File: config.mk
export PLATFORM = sky130hd
export DESIGN_NAME = memoria_instrucao_sinc
export DESIGN_NICKNAME = d
export VERILOG_FILES = /design/src/rtl/memoria_instrucao_sinc.sv
export SDC_FILE = /design/constraint.sdc
export NUM_CORES = 2
export LEC_CHECK = 0
export CAP_MARGIN = 10
export CORE_UTILIZATION = 35
export CTS_CLUSTER_DIAMETER = 200
export CTS_CLUSTER_SIZE = 24
export DETAILED_ROUTE_END_ITERATION = 12
export PLACE_DENSITY = 0.6
export SYNTH_ARGS = -nofsm -noshare
export SYNTH_HDL_FRONTEND = slang
export SYNTH_SLANG_ARGS = --single-unit
File: constraint.sdc
create_clock -name clk -period 6.4 [get_ports clk]
set_clock_uncertainty 0.05 [all_clocks]
set_input_delay 1.28 -clock clk [delete_from_list [all_inputs] [get_ports clk]]
set_output_delay 1.28 -clock clk [all_outputs]
set_load 0.02 [all_outputs]
File: src/rtl/memoria_instrucao_sinc.sv
// Synchronous-read instruction memory: streamed program load, then valid/ready fetches
// with one-cycle latency, a one-entry output buffer and fault reporting for bad PCs.
module memoria_instrucao_sinc #(
    parameter int DEPTH     = 64,
    parameter int ADDR_W    = 64,
    parameter int DATA_W    = 32,
    parameter int BYTE_ADDR = 1
) (
    input  logic              clk,
    input  logic              reset,
    input  logic              prog_valid,
    input  logic [DATA_W-1:0] prog_data,
    input  logic              prog_last,
    output logic              prog_ready,
    output logic              loaded,
    input  logic              fetch_valid,
    input  logic [ADDR_W-1:0] fetch_pc,
    output logic              fetch_ready,
    output logic              instr_valid,
    output logic [DATA_W-1:0] instrucao,
    output logic [ADDR_W-1:0] instr_pc,
    output logic [1:0]        instr_fault,
    input  logic              instr_ready
);

    localparam int RA_W = (DEPTH > 1) ? $clog2(DEPTH) : 1;

    typedef enum logic {S_LOAD, S_RUN} state_t;

    state_t            state_q, state_d;
    logic [RA_W-1:0]   wptr_q, wptr_d;
    logic              valid_q, valid_d;
    logic [ADDR_W-1:0] pc_q, pc_d;
    logic [1:0]        fault_q, fault_d;
    logic [DATA_W-1:0] instr_q;

    logic [DATA_W-1:0] rom [DEPTH];

    logic              prog_wr;
    logic              fetch_acc;
    logic              wptr_last;
    logic [ADDR_W-1:0] idx;
    logic [RA_W-1:0]   ridx;
    logic              misaligned;
    logic              out_of_range;
    logic [1:0]        fault_new;

    // State register
    always_ff @(posedge clk) begin
        if (reset) begin
            state_q <= S_LOAD;
        end else begin
            state_q <= state_d;
        end
    end

    // Next-state logic
    always_comb begin
        state_d = state_q;
        if (state_q == S_LOAD && prog_wr && (prog_last || wptr_last)) begin
            state_d = S_RUN;
        end
    end

    // Output / handshake logic
    always_comb begin
        prog_ready  = (state_q == S_LOAD);
        loaded      = (state_q == S_RUN);
        fetch_ready = loaded & (~valid_q | instr_ready);
    end

    assign prog_wr   = prog_valid & prog_ready;
    assign fetch_acc = fetch_valid & fetch_ready;
    assign wptr_last = (wptr_q == RA_W'(DEPTH - 1));

    // Range check covers the full PC width so high addresses never alias low words.
    always_comb begin
        idx          = (BYTE_ADDR != 0) ? (fetch_pc >> 2) : fetch_pc;
        ridx         = idx[RA_W-1:0];
        misaligned   = (BYTE_ADDR != 0) && (fetch_pc[1:0] != 2'b00);
        out_of_range = ((idx >> RA_W) != '0) ||
                       ({1'b0, idx[RA_W-1:0]} >= (RA_W+1)'(DEPTH));
        if (misaligned) begin
            fault_new = 2'b01;
        end else if (out_of_range) begin
            fault_new = 2'b10;
        end else begin
            fault_new = 2'b00;
        end
    end

    always_comb begin
        wptr_d  = prog_wr ? wptr_q + 1'b1 : wptr_q;
        pc_d    = fetch_acc ? fetch_pc : pc_q;
        fault_d = fetch_acc ? fault_new : fault_q;
        if (fetch_acc) begin
            valid_d = 1'b1;
        end else if (instr_ready) begin
            valid_d = 1'b0;
        end else begin
            valid_d = valid_q;
        end
    end

    always_ff @(posedge clk) begin
        if (reset) begin
            wptr_q  <= '0;
            valid_q <= 1'b0;
            pc_q    <= '0;
            fault_q <= 2'b00;
            instr_q <= '0;
        end else begin
            wptr_q  <= wptr_d;
            valid_q <= valid_d;
            pc_q    <= pc_d;
            fault_q <= fault_d;
            // Registered read; the output word only changes on an accepted fetch.
            if (fetch_acc) begin
                instr_q <= (fault_new == 2'b00) ? rom[ridx] : '0;
            end
        end
    end

    // Memory contents survive reset; only the load pointer restarts.
    always_ff @(posedge clk) begin
        if (prog_wr && !reset) begin
            rom[wptr_q] <= prog_data;
        end
    end

    assign instr_valid = valid_q;
    assign instrucao   = instr_q;
    assign instr_pc    = pc_q;
    assign instr_fault = fault_q;

endmodule

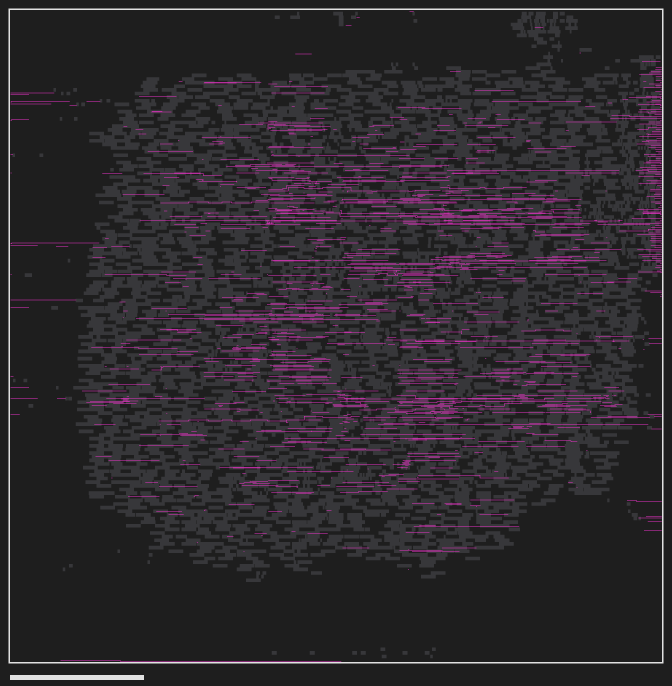
Figure 1: met3 routing.
Bar = 100 um.
main direction = horizontal
share of all routed wire = 8.3%
nets with wire on the layer = 535
wire length on this layer = 19,100 um
met3 usage: 3.43%
vias after detailed routing: 41.8k
total wire length: 230,000 um

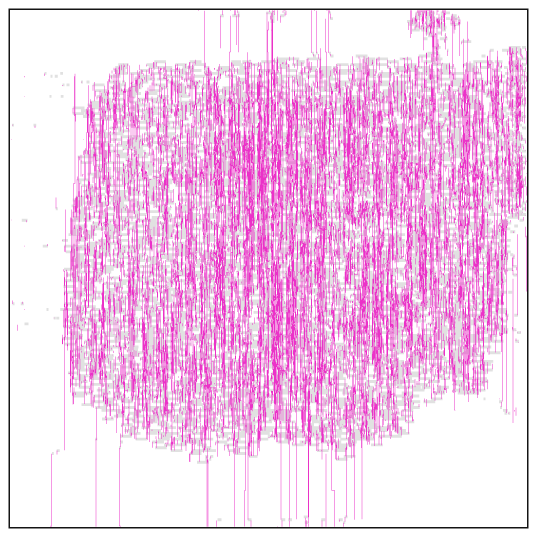
Figure 2: metal 2.
longest straight run = 163 um
share of all routed wire = 48%
wire length on this layer = 110 mm
GRT met2 Usage: 30.7%

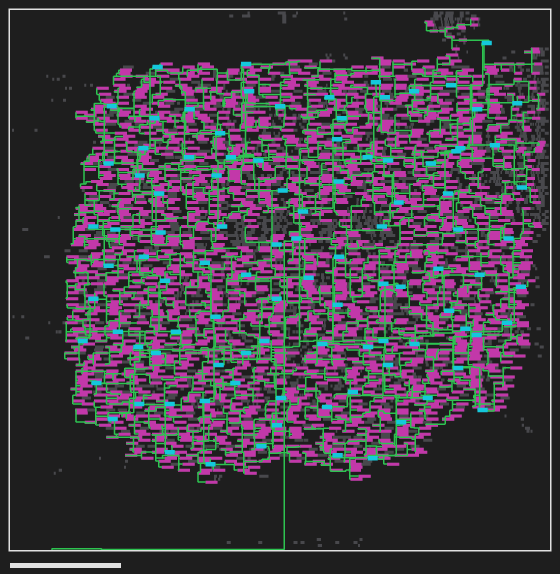
Figure 3: clock network drawn from the DEF.
Bar = 100 um.
cyan -> clock drivers  # count 99
green -> clock wires  # length 22.4 mm
magenta -> flip-flops  # count 2,154
routed clock nets = 100

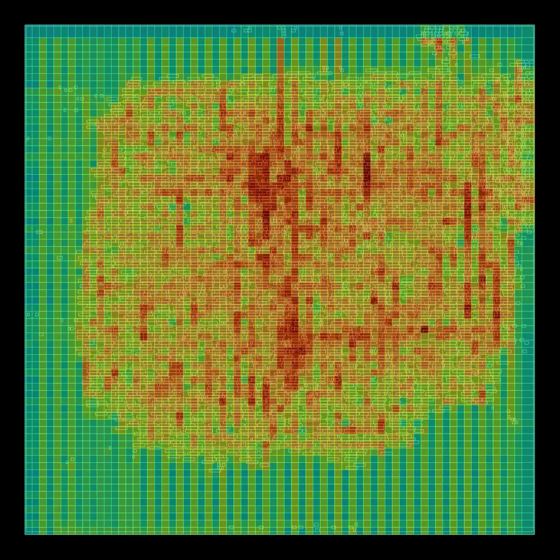
Figure 4: routing congestion.
GR peak layer: met2
GR met1 Demand/Resource: 26.6%
wire per inst: 30.9 um
Final Util: 39.2%

==> out/results.ini <==
[synthesis]
synth.distinct_cells=69
yosys_warnings=0
ys_sh_adder_pct=0.0151
synthAoiAreaFrac_pct=3.24
synthTopLogicFamily=multiplexers
syn_area_per_cell_sq_um=20.9
synth_seq_share_pct=76.9
yosys.area.top_type=edfxtp_1
ys_top_cells_by_count=edfxtp_1 (2,048), mux4_2 (454), nand2_1 (243)
edf_count=2048
synth-main-ff-cell=edfxtp_1
mux_area_share_pct=15.4
numSynthFlops=2154

[placement]
dp_hpwl_um=137000
gp_congestion=0.804
port_buffers=203
dp_slack_ns=1.01
place_inst=7278
postPlaceCellArea_sq_mm=0.0893

[setup_path]
max_stage_delay_ns=0.90
crit_fanout=56
cp_top_family=AND-OR/OR-AND gates
rr_worst_depth=6
r2r-start=loaded
rrSetupSlack_ns=2.97
cpMaxStageDelayCell=o21ai_0
end_kind=flop
cp-endpoint=instrucao[8]
crit_buf_inv=2
startpoint_type=primary input

[timing]
final_hold_viol_count=0
finalClockPeriodUsage_pct=64.9
drv_slew=0
setup_ws_ns=2.25
fmax_ghz=0.241
rsz0062_at_grt=no
hold_ws_ns=0.410

[global_routing]
grt_pass1_vias=41127
antenna_found_initial=19

[layout]
layout.nets=4335
seq_area_share_pct=69.0
signal_buffers=395
logic_area_sq_mm=0.0181

[floorplan]
initial_core_util_pct=35.2
n_tap_cell=3150
die_area_sq_mm=0.238
core_sq_mm=0.235

[power_and_ir_drop]
power_switching_w=0.00527
p_leak_nw=28.1
pwr-share-seq_pct=63.8
power_density_mw_per_mm2=263
peakVddDrop_v=0.000228
clockPowerShare_pct=30.0
pg_clk_w=0.00727

[routing]
dr_wl_met3_um=19100
postRouteAntennaNets=0
drtIter0Drc=5188
wl_met1_um=95400

[status]
status=complete, no violations

[clock_network]
cts_inserted_buffers=99
clock_path_buffers=3
clock_sinks=2154
ctsHoldBuffers=0

[min_path]
hold_path_depth=2

Power is estimated from default activity; no workload was simulated.
